Sequential cells grouped by signal name:
Other sequential cells in the stronger gray, the rest of the logic in the fainter gray.
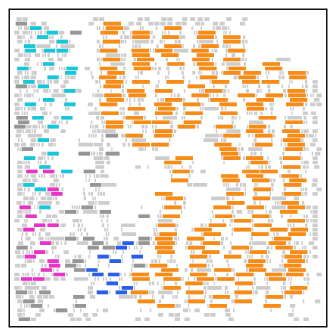
Wiring by layer:
Bar = 50 um.
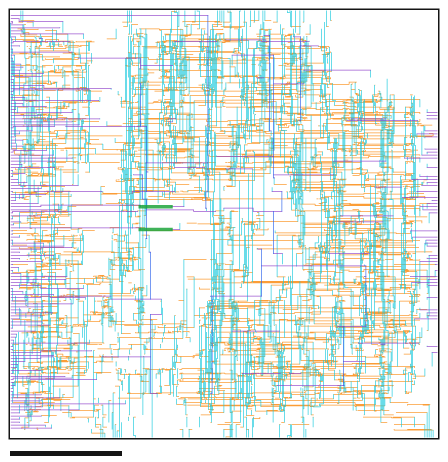
Pin map:
Pins as bars across the die edge, other pins in gray.
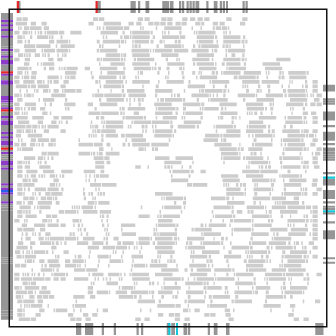
Clock wires, drivers and flops:
Bar = 50 um.
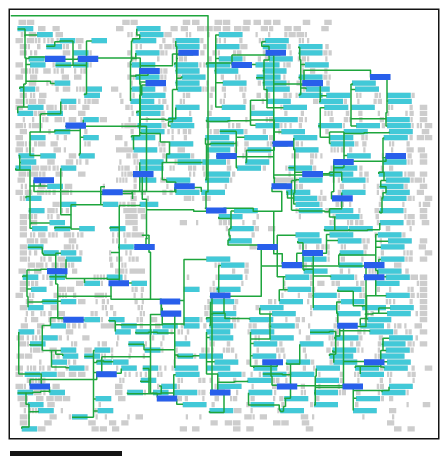
The clock network:
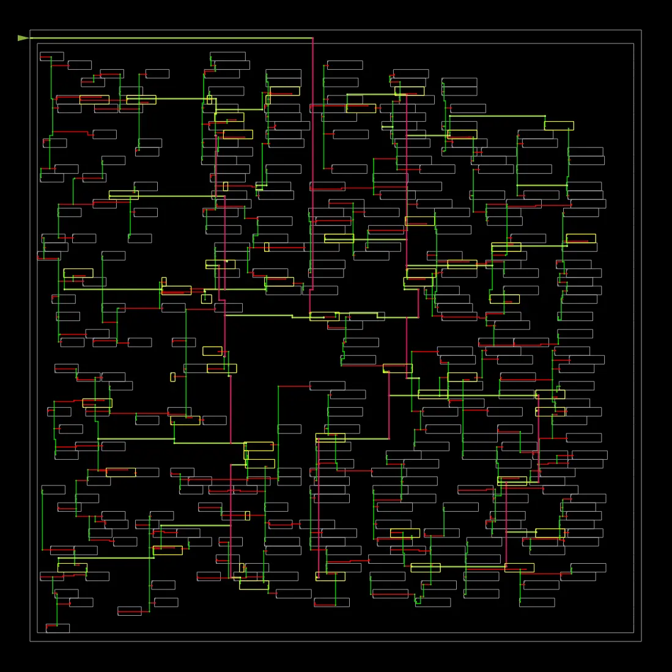
## src/rtl/dsp_seq_pkg.sv

```systemverilog
// Shared widths, opcode encodings and the slice drive bundle for the
// DSP48E1 operation sequencer.
package dsp_seq_pkg;

    localparam int A_W       = 30;
    localparam int B_W       = 18;
    localparam int INMODE_W  = 5;
    localparam int ALUMODE_W = 4;
    localparam int OPMODE_W  = 7;
    localparam int P_W       = 48;

    // Control values driven on cycles with no new operation.
    localparam logic [OPMODE_W-1:0]  OPMODE_NOP  = 7'b0;
    localparam logic [ALUMODE_W-1:0] ALUMODE_ADD = 4'b0;
    localparam logic [INMODE_W-1:0]  INMODE_DEF  = 5'b0;

    // Frequently used OPMODE encodings.
    localparam logic [OPMODE_W-1:0] OPMODE_MUL       = 7'b000_0101;
    localparam logic [OPMODE_W-1:0] OPMODE_MUL_ADD_C = 7'b011_0101;

    // Everything the sequencer drives into the slice in one cycle.
    typedef struct packed {
        logic [A_W-1:0]       a;
        logic [B_W-1:0]       b;
        logic [INMODE_W-1:0]  inmode;
        logic [ALUMODE_W-1:0] alumode;
        logic [OPMODE_W-1:0]  opmode;
    } dsp_ctrl_t;

endpackage

```

## src/rtl/dsp_result_fifo.sv

```systemverilog
// First-word-fall-through result FIFO. Pointers wrap modulo DEPTH; a
// separate occupancy count gives full/empty. overflow_o flags a write
// that found the FIFO full so the enclosing design can assert on it.
module dsp_result_fifo
    import dsp_seq_pkg::*;
#(
    parameter int DEPTH = 4,
    parameter int WIDTH = P_W + 4
) (
    input  logic             clk,
    input  logic             rst,
    input  logic             wr_en_i,
    input  logic [WIDTH-1:0] wr_data_i,
    input  logic             rd_ready_i,
    output logic             rd_valid_o,
    output logic [WIDTH-1:0] rd_data_o,
    output logic             overflow_o
);

    localparam int PTR_W = $clog2(DEPTH);
    localparam int CNT_W = PTR_W + 1;

    logic [WIDTH-1:0] mem_q [DEPTH];
    logic [PTR_W-1:0] wr_ptr_q, wr_ptr_d;
    logic [PTR_W-1:0] rd_ptr_q, rd_ptr_d;
    logic [CNT_W-1:0] count_q, count_d;
    logic             full, empty, push, pop;

    assign full       = (count_q == CNT_W'(DEPTH));
    assign empty      = (count_q == '0);
    assign push       = wr_en_i && !full;
    assign pop        = rd_ready_i && !empty;
    assign overflow_o = wr_en_i && full;
    assign rd_valid_o = !empty;
    assign rd_data_o  = mem_q[rd_ptr_q];

    // Next pointer and occupancy values from this cycle's push/pop.
    always_comb begin
        // NOTE: every signal gets a default before any condition, so no path leaves it unassigned and no latch is inferred.
        wr_ptr_d = wr_ptr_q;
        rd_ptr_d = rd_ptr_q;
        count_d  = count_q;
        if (push) wr_ptr_d = wr_ptr_q + PTR_W'(1);
        if (pop)  rd_ptr_d = rd_ptr_q + PTR_W'(1);
        case ({push, pop})
            2'b10:   count_d = count_q + CNT_W'(1);
            2'b01:   count_d = count_q - CNT_W'(1);
            default: count_d = count_q;
        endcase
    end

    // Pointer and occupancy registers.
    always_ff @(posedge clk) begin
        // NOTE: sequential state uses non-blocking assignments so every register samples pre-edge values regardless of statement order.
        if (rst) begin
            wr_ptr_q <= '0;
            rd_ptr_q <= '0;
            count_q  <= '0;
        end else begin
            wr_ptr_q <= wr_ptr_d;
            rd_ptr_q <= rd_ptr_d;
            count_q  <= count_d;
        end
    end

    // Storage; cleared on reset so the read port shows zero after reset.
    always_ff @(posedge clk) begin
        // NOTE: the storage is reset here only because it is tiny and the output must read zero after reset; larger memories are normally left unreset.
        if (rst) begin
            for (int i = 0; i < DEPTH; i++) mem_q[i] <= '0;
        end else if (push) begin
            mem_q[wr_ptr_q] <= wr_data_i;
        end
    end

endmodule

```

## src/rtl/dsp_op_sequencer.sv

```systemverilog
// Issue stage for a DSP48E1 slice: accepts tagged operations, drives the
// slice inputs, follows each operation through the fixed slice latency and
// captures P into a result FIFO. Credits bound the ops in flight to the
// FIFO depth because the slice pipeline itself can never stall.
module dsp_op_sequencer
    import dsp_seq_pkg::*;
#(
    parameter int LATENCY    = 3,
    parameter int FIFO_DEPTH = 4,
    parameter int TAG_W      = 4
) (
    input  logic                          clk,
    input  logic                          rst,
    input  logic                          op_valid,
    output logic                          op_ready,
    input  logic [A_W-1:0]                op_a,
    input  logic [B_W-1:0]                op_b,
    input  logic [INMODE_W-1:0]           op_inmode,
    input  logic [ALUMODE_W-1:0]          op_alumode,
    input  logic [OPMODE_W-1:0]           op_opmode,
    input  logic [TAG_W-1:0]              op_tag,
    output logic [A_W-1:0]                dsp_a,
    output logic [B_W-1:0]                dsp_b,
    output logic [INMODE_W-1:0]           dsp_inmode,
    output logic [ALUMODE_W-1:0]          dsp_alumode,
    output logic [OPMODE_W-1:0]           dsp_opmode,
    input  logic [P_W-1:0]                dsp_p,
    output logic                          res_valid,
    input  logic                          res_ready,
    output logic [P_W-1:0]                res_p,
    output logic [TAG_W-1:0]              res_tag,
    output logic [$clog2(FIFO_DEPTH):0]   outstanding,
    output logic                          idle
);

    localparam int CNT_W  = $clog2(FIFO_DEPTH) + 1;
    localparam int FIFO_W = P_W + TAG_W;

    dsp_ctrl_t                   dsp_q, dsp_d;
    logic [CNT_W-1:0]            outstanding_q, outstanding_d;
    logic [LATENCY:0]            trk_valid_q, trk_valid_d;
    logic [LATENCY:0][TAG_W-1:0] trk_tag_q, trk_tag_d;
    logic [FIFO_W-1:0]           fifo_rd_data;
    logic                        accept, pop, fifo_overflow;

    assign op_ready = !rst && (outstanding_q < CNT_W'(FIFO_DEPTH));
    assign accept   = op_valid && op_ready;
    assign pop      = res_valid && res_ready;

    // Next slice drive, tracking pipe and credit count.
    always_comb begin
        dsp_d         = dsp_q;
        dsp_d.inmode  = INMODE_DEF;
        dsp_d.alumode = ALUMODE_ADD;
        dsp_d.opmode  = OPMODE_NOP;
        if (accept) begin
            dsp_d.a       = op_a;
            dsp_d.b       = op_b;
            dsp_d.inmode  = op_inmode;
            dsp_d.alumode = op_alumode;
            dsp_d.opmode  = op_opmode;
        end
        // Entry k tracks an op accepted k+1 edges ago; the last entry marks
        // the cycle in which dsp_p holds that op's result.
        trk_valid_d   = {trk_valid_q[LATENCY-1:0], accept};
        trk_tag_d     = {trk_tag_q[LATENCY-1:0], op_tag};
        outstanding_d = outstanding_q;
        case ({accept, pop})
            2'b10:   outstanding_d = outstanding_q + CNT_W'(1);
            2'b01:   outstanding_d = outstanding_q - CNT_W'(1);
            default: outstanding_d = outstanding_q;
        endcase
    end

    // State registers; reset drops every in-flight op.
    always_ff @(posedge clk) begin
        if (rst) begin
            dsp_q         <= '0;
            outstanding_q <= '0;
            trk_valid_q   <= '0;
            trk_tag_q     <= '0;
        end else begin
            dsp_q         <= dsp_d;
            outstanding_q <= outstanding_d;
            trk_valid_q   <= trk_valid_d;
            trk_tag_q     <= trk_tag_d;
        end
    end

    assign dsp_a       = dsp_q.a;
    assign dsp_b       = dsp_q.b;
    assign dsp_inmode  = dsp_q.inmode;
    assign dsp_alumode = dsp_q.alumode;
    assign dsp_opmode  = dsp_q.opmode;
    assign outstanding = outstanding_q;
    assign idle        = (outstanding_q == '0);

    dsp_result_fifo #(
        .DEPTH (FIFO_DEPTH),
        .WIDTH (FIFO_W)
    ) u_result_fifo (
        .clk        (clk),
        .rst        (rst),
        .wr_en_i    (trk_valid_q[LATENCY]),
        .wr_data_i  ({trk_tag_q[LATENCY], dsp_p}),
        .rd_ready_i (res_ready),
        .rd_valid_o (res_valid),
        .rd_data_o  (fifo_rd_data),
        .overflow_o (fifo_overflow)
    );

    assign {res_tag, res_p} = fifo_rd_data;

    // The credit count must make a write into a full FIFO impossible.
    a_no_overflow : assert property (@(posedge clk) disable iff (rst) !fifo_overflow);

endmodule

```

## config.mk

```make
export PLATFORM = sky130hd
export DESIGN_NAME = dsp_op_sequencer
export DESIGN_NICKNAME = d
export VERILOG_FILES = /design/src/rtl/dsp_seq_pkg.sv /design/src/rtl/dsp_result_fifo.sv /design/src/rtl/dsp_op_sequencer.sv
export SDC_FILE = /design/constraint.sdc
export NUM_CORES = 1
export LEC_CHECK = 0
export ABC_AREA = 1
export CELL_PAD_IN_SITES_DETAIL_PLACEMENT = 0
export CELL_PAD_IN_SITES_GLOBAL_PLACEMENT = 2
export CORE_MARGIN = 2
export CORE_UTILIZATION = 35
export CTS_CLUSTER_SIZE = 8
export DETAILED_ROUTE_END_ITERATION = 8
export GPL_TIMING_DRIVEN = 1
export PLACE_DENSITY = 0.86
export SYNTH_ARGS = -nofsm -noshare
export SYNTH_HDL_FRONTEND = slang
export SYNTH_SLANG_ARGS = --single-unit
```

## constraint.sdc

```tcl
create_clock -name clk -period 8.4 [get_ports clk]
set_input_delay 0.84 -clock clk [delete_from_list [all_inputs] [get_ports clk]]
set_output_delay 0.84 -clock clk [all_outputs]
set_load 0.01 [all_outputs]
```

==> impl_metrics.ini <==
; synthesis and place-and-route metrics
[synthesis]
ys_cells = 1249
ys_sh_simple_pct = 18.28
netlist_area_um2 = 12360
edf_count = 208
topCellsByArea = edfxtp_1 51%, dfxtp_1 16%, nor2_1 7.7%, o21ai_0 4.6%, nand2_1 3.5%
syn_nets = 1373
ys_sh_aoi_pct = 7.491
synth-area-yosys_um2 = 12360
yosys_warnings = 0
yosys-top-cells-count = 255 x nor2_1, 208 x edfxtp_1, 115 x nand2_1, 113 x o21ai_0, 109 x inv_1

[global_route]
antenna_found_initial = 3
grt_overflow = 0
grt_use_met3_pct = 6.523
grt_start_max_net_pins = 89
grt_pass1_wl_um = 50920
grt_use_met1_pct = 22.29
grt_use_total_pct = 18.03

[final_layout]
final_cell_mix = 255 x nor2_1, 241 x clkdlybuf4s50_1, 208 x edfxtp_1
nFillCells = 3265
final-clk-cell-share_pct = 7.095
seq_area_um2 = 8174
logic_area_um2 = 3314
comb_share_pct = 20.28
seq_area_share_pct = 50.00
top_register = u_result_fifo.mem_q

[floorplan]
fp_util_pct = 35.69
rows = 68
tap_cells = 455
core-area_um2 = 34630
die_width_um = 191.9

[critical_path]
crit_arrival_ns = 3.20
cp_max_fo = 53
cp_top_family = buffers and inverters
cp-end-kind = primary output

[clock_tree]
cts_tree = yes
ctsResizeCount = 0
clkSinkCount = 304
path_clk_slew_ns = 0.05
cts-root-buf = clkbuf_16
cts_setup_buffers = 0

[place]
placed_area_um2 = 15180
gp_congestion = 0.7202

[route]
first_pass_iters = 4
vias = 9226
drtIter0Drc = 428
drc = 0

[outcome]
status = finished clean

[flow_run]
drv_cap = 0

[final_timing]
setup_ws_ns = 4.358
slew_headroom_pct = 27.33
maxSlewViolCount = 0
worst_pin_slew_ns = 1.089
rsz0062_at_grt = no

[pwr]
comb_power_w = 0.000621
p_switching_w = 0.0009598
total_power_w = 0.003854

[min_path]
hold_depth = 2
min_from = trk_tag_d[6]
hold_path_end = trk_tag_d[10]
hp-class = flop to flop
Notes on 'sequential cells grouped by signal name' above:
Key: blue = `trk_tag_d` [flops 12]; magenta = `dsp_b` [flops 18]; cyan = `dsp_a` [flops 30]; orange = `u_result_fifo.mem_q` [flops 208]
Another 36 sequential cells are not colored.

Notes on 'wiring by layer' above:
Key: blue = M4 [wire length 505 um]; green = M5 [wire length 27.6 um]; orange = M1 [wire length 14100 um]; cyan = M2 [wire length 15200 um]; purple = M3 [wire length 3070 um]

Notes on 'pin map' above:
Key: cyan = `res_tag` [pins 4, direction output, edge 2 south, 2 east]; red = `dsp_inmode` [pins 5, direction output, edge 3 west, 2 north]; blue = `op_valid` [pins 1, direction input, edge west]; purple = `op_a` [pins 30, direction input, edge west]
All pins by edge: 137 west, 43 east, 32 north, 30 south.

Notes on 'clock wires, drivers and flops' above:
Key: cyan = flip-flops [count 304]; green = clock wires [length 3990 um]; blue = clock-net drivers [count 43]
Position of the flops: widely spread. There are 44 routed clock nets.

Notes on 'the clock network' above:
Seq cells: 304
CTS buffer count: 43

